`config.mk`:
```
export PLATFORM = sky130hd
export DESIGN_NAME = fifo_push_arbiter
export DESIGN_NICKNAME = d
export VERILOG_FILES = /design/src/rtl/fifo_push_arbiter.sv
export SDC_FILE = /design/constraint.sdc
export NUM_CORES = 1
export LEC_CHECK = 0
export CAP_MARGIN = 20
export CORE_MARGIN = 2
export CORE_UTILIZATION = 32
export DETAILED_ROUTE_END_ITERATION = 8
export PLACE_DENSITY = 0.74
export SYNTH_ARGS = -nofsm -noshare
export SYNTH_HDL_FRONTEND = slang
export SYNTH_SLANG_ARGS = --single-unit
```
`constraint.sdc`:
```
create_clock -name CLK -period 2.9 [get_ports CLK]
set_clock_uncertainty 0.05 [all_clocks]
set_input_delay 0.29 -clock CLK [delete_from_list [all_inputs] [get_ports CLK]]
set_output_delay 0.29 -clock CLK [all_outputs]
set_load 0.01 [all_outputs]
```
`src/rtl/fifo_push_arbiter.sv`:
```
// fifo_push_arbiter: two-producer round-robin push arbiter and pop gate for
// a shared scoreboard FIFO. Keeps its own occupancy count and provides a
// flush sequence (RUN -> DRAIN -> RUN) that empties the FIFO.
module fifo_push_arbiter #(
    parameter int DEPTH = 8,
    parameter int WIDTH = 8,
    parameter int CW    = 4
) (
    input  logic             CLK,
    input  logic             rst,
    input  logic             req0,
    input  logic             req1,
    input  logic [WIDTH-1:0] data0,
    input  logic [WIDTH-1:0] data1,
    input  logic             pop_req,
    input  logic             flush,
    output logic             gnt0,
    output logic             gnt1,
    output logic             pop_gnt,
    output logic             fifo_push,
    output logic             fifo_pop,
    output logic [WIDTH-1:0] fifo_data_in,
    output logic [CW-1:0]    count,
    output logic             empty,
    output logic             full,
    output logic             busy,
    output logic             flush_done,
    output logic             pop_err
);

    typedef enum logic {
        RUN   = 1'b0,
        DRAIN = 1'b1
    } state_t;

    localparam logic [CW-1:0] DEPTH_CNT = CW'(DEPTH);

    state_t        state;
    state_t        state_next;
    logic          prio;
    logic [CW-1:0] count_next;

    // Occupancy flags come from the registered count, never from the FIFO.
    assign empty = (count == '0);
    assign full  = (count == DEPTH_CNT);
    assign busy  = (state == DRAIN);

    assign fifo_push = gnt0 | gnt1;
    assign fifo_pop  = pop_gnt;

    // State register: reset lands in RUN, which also aborts any drain.
    always_ff @(posedge CLK) begin
        // NOTE: sequential state uses non-blocking assignments so every
        // register samples pre-edge values regardless of block ordering.
        if (!rst) begin
            state <= RUN;
        end else begin
            state <= state_next;
        end
    end

    // Next state: enter DRAIN on flush, leave once the count reaches zero.
    always_comb begin
        // NOTE: default first so no path leaves state_next unassigned and
        // infers a latch.
        state_next = state;
        case (state)
            RUN:   if (flush) state_next = DRAIN;
            DRAIN: if (count_next == '0) state_next = RUN;
        endcase
    end

    // Output decode: push arbitration, pop gating and write-data mux,
    // all held at zero while reset is asserted.
    always_comb begin
        gnt0         = 1'b0;
        gnt1         = 1'b0;
        pop_gnt      = 1'b0;
        fifo_data_in = '0;
        if (rst) begin
            if (state == RUN && !full) begin
                if (req0 && req1) begin
                    gnt0 = !prio;
                    gnt1 = prio;
                end else begin
                    gnt0 = req0;
                    gnt1 = req1;
                end
            end
            if (state == DRAIN) begin
                pop_gnt = !empty;
            end else begin
                pop_gnt = pop_req && !empty;
            end
            fifo_data_in = gnt1 ? data1 : data0;
        end
    end

    // Count arithmetic: a push and a pop in the same cycle cancel out.
    always_comb begin
        count_next = count + {{(CW-1){1'b0}}, fifo_push}
                           - {{(CW-1){1'b0}}, fifo_pop};
    end

    // Datapath registers: occupancy, priority pointer and status flags.
    always_ff @(posedge CLK) begin
        if (!rst) begin
            count      <= '0;
            prio       <= 1'b0;
            flush_done <= 1'b0;
            pop_err    <= 1'b0;
        end else begin
            count      <= count_next;
            // The winner loses priority; with no grant the pointer holds.
            if (gnt0) begin
                prio <= 1'b1;
            end else if (gnt1) begin
                prio <= 1'b0;
            end
            flush_done <= (state == DRAIN) && (state_next == RUN);
            // Sticky: an illegal pop is flagged and never forwarded.
            if (state == RUN && pop_req && empty) begin
                pop_err <= 1'b1;
            end
        end
    end

endmodule

```
==> changes_impl.md <==
### Changed

* Required arrival time at the worst endpoint at 2.56 ns
* Final critical-path setup slack at between 0.1 and 0.15 ns
* Max Freq at 0.363 GHz
* H-tree lvl count at 1
* Smallest hold slack at approximately 0.44 ns
* Bufs w/o clock at 57
* Share of flip-flops with an asynchronous set or reset after synthesis at 0%
* Static leakage power at between 0.0005 and 0.0006 uW
* Ordered cell list for the critical path: inv_2, ha_1, nor3b_2, buf_4, a2111oi_4, buf_6, mux2i_1, clkdlybuf4s50_1
* Top cells by area: dfxtp_1 23%, mux2i_1 11%, ha_1 11%
* FF-to-FF setup slack at 0.17 ns
* Final worst-path cycle share at between 90% and 100%
* Layout net count at 173
* Crit end category: output pin
* Count of final hold-check violations at 0
* Logic gate fraction of the total cell area at 38.6%
* Clock Sinks at 8
* Worst r2r dst: busy
* Overall power consumption at 962 uW
* Met3 wire len at 138 um
* Critical path type: reg -> out
* Maximum number of pins on one net before global-route repair at 27
* Complex-gate fraction of the synthesized area at 16.5%
* Fraction of layout cells with a size suffix above 1 at 16.9%
* Count of warning messages emitted by the tools at 27
* Minimum period implied by the final worst setup slack at around 2.8 ns
* Area leader, netlist: dfxtp_1
* Boundary pin count at 44
* Critical path launch point type: flip-flop
* Critical-path top delay cell: clkdlybuf4s50_1
* Total track usage at 17.4%
* Worst Setup Slack post-DPL at -0.161 ns
* Area used by multi-input combinational logic at around 500 um2
* Cell count listed in synth_stat.txt at 87
* Post-route standard cell area excluding fillers at 1310 um2
* Worst Hold Class: reg -> reg
* Post-Syn Instances at roughly 87
* Outcome: finished clean
* Yosys stat area at about 700 um2
* Area of the die at between 2000 and 3000 um2
* Xor and xnor fraction of the mapped netlist area at under 10%
* R2R depth at 11
* Max Fanout on Critical Path at 8
* Sequential area share after synthesis at 22.8%
* Headroom to the max-slew limit at 74.2%
* Routability Congestion at about 0.82
==> what timing repair did <==
| action | in CTS | in global routing |
|---|---|---|
| resized | 0 | 7 |
| setup endpoints to repair | 0 | 10 |
| hold endpoints to repair | 0 | 0 |
| buffers inserted | 0 | 4 |
==> worst max path at each step <==
stage / from / endpoint / slack (ns) / cells past startpoint
2_1_floorplan: count[2] / busy / 0.005 / 10
6_report: count[2] / fifo_data_in[3] / 0.14 / 8
5_1_grt: count[2] / fifo_data_in[3] / -0.008 / 8
3_3_place_gp: pop_req / busy / -0.09 / 10
4_1_cts: count[2] / busy / 0.0006 / 11
3_5_place_dp: pop_req / busy / -0.16 / 10
==> power by group <==
group,total (uW),switching [uW],internal (uW)
sequential,183,36.6,146
combinational,694,300,394
clock,85.4,38.0,47.4
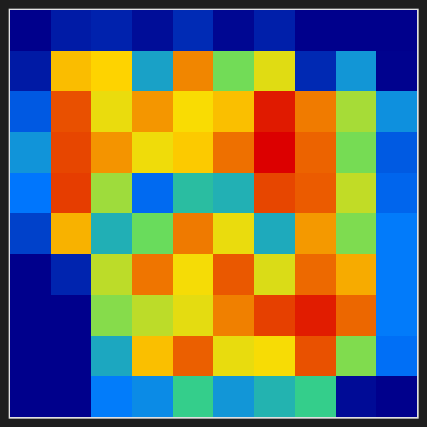
(cell area per tile)
(8 px per um) 10 x 10 tiles, from dark blue (low) to red (high), 0 to 100% covered.
fullest tile = 100%
tiles over 75% full = 31%
nearly empty tiles = 14%
emptiest ninth of the die = lower left
mean over tiles = 49%
core area: 2020 um2
utilization after layout: 64.5%
core utilization before placement: 34.8%

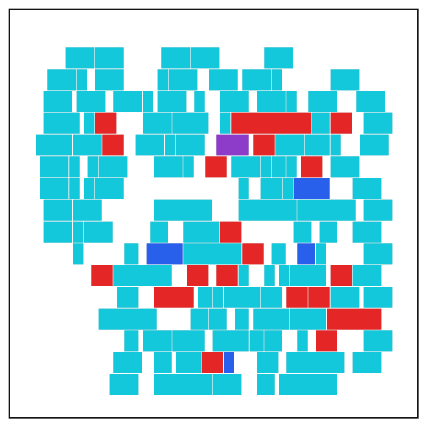
(cells by drive strength)
(8 px per um)
drive 6 and up -> purple  # cells 1, most used buf_6
drive 1 or less -> cyan  # cells 118, most used clkdlybuf4s50_1
drive 2 -> blue  # cells 4
drive 3 to 4 -> red  # cells 19, most used buf_4

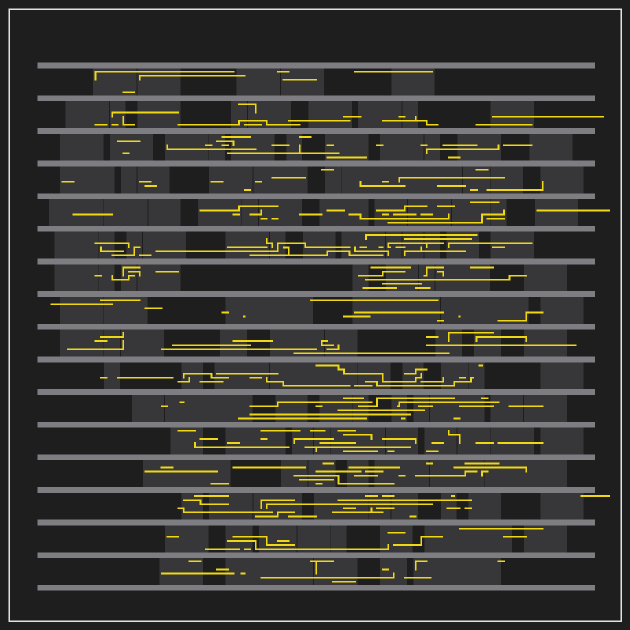
(signal wires on met1)
(12 px per um) Supply wires on this layer in grey. Cells faint in the background.
share of all routed wire = 40%
longest straight run = 13.8 um
nets with wire on the layer = 140
via count of the routed design: 828
GR met1 Demand/Resource: 19.4%
DRT Wirelength: 2.01 mm

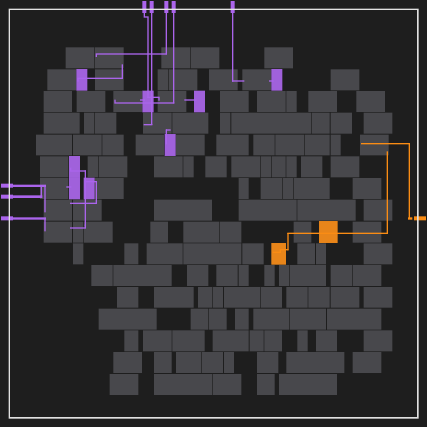
(I/O nets highlighted)
(8 px per um)
`data0` -> purple  # bits 8, direction input, end cells 8, buffers 8, wire 120 um
`pop_req` -> orange  # bits 1, direction input, end cells 2, buffers 1, wire 42.4 um

Power figures rest on the tool's default switching activity, not on a simulated workload.
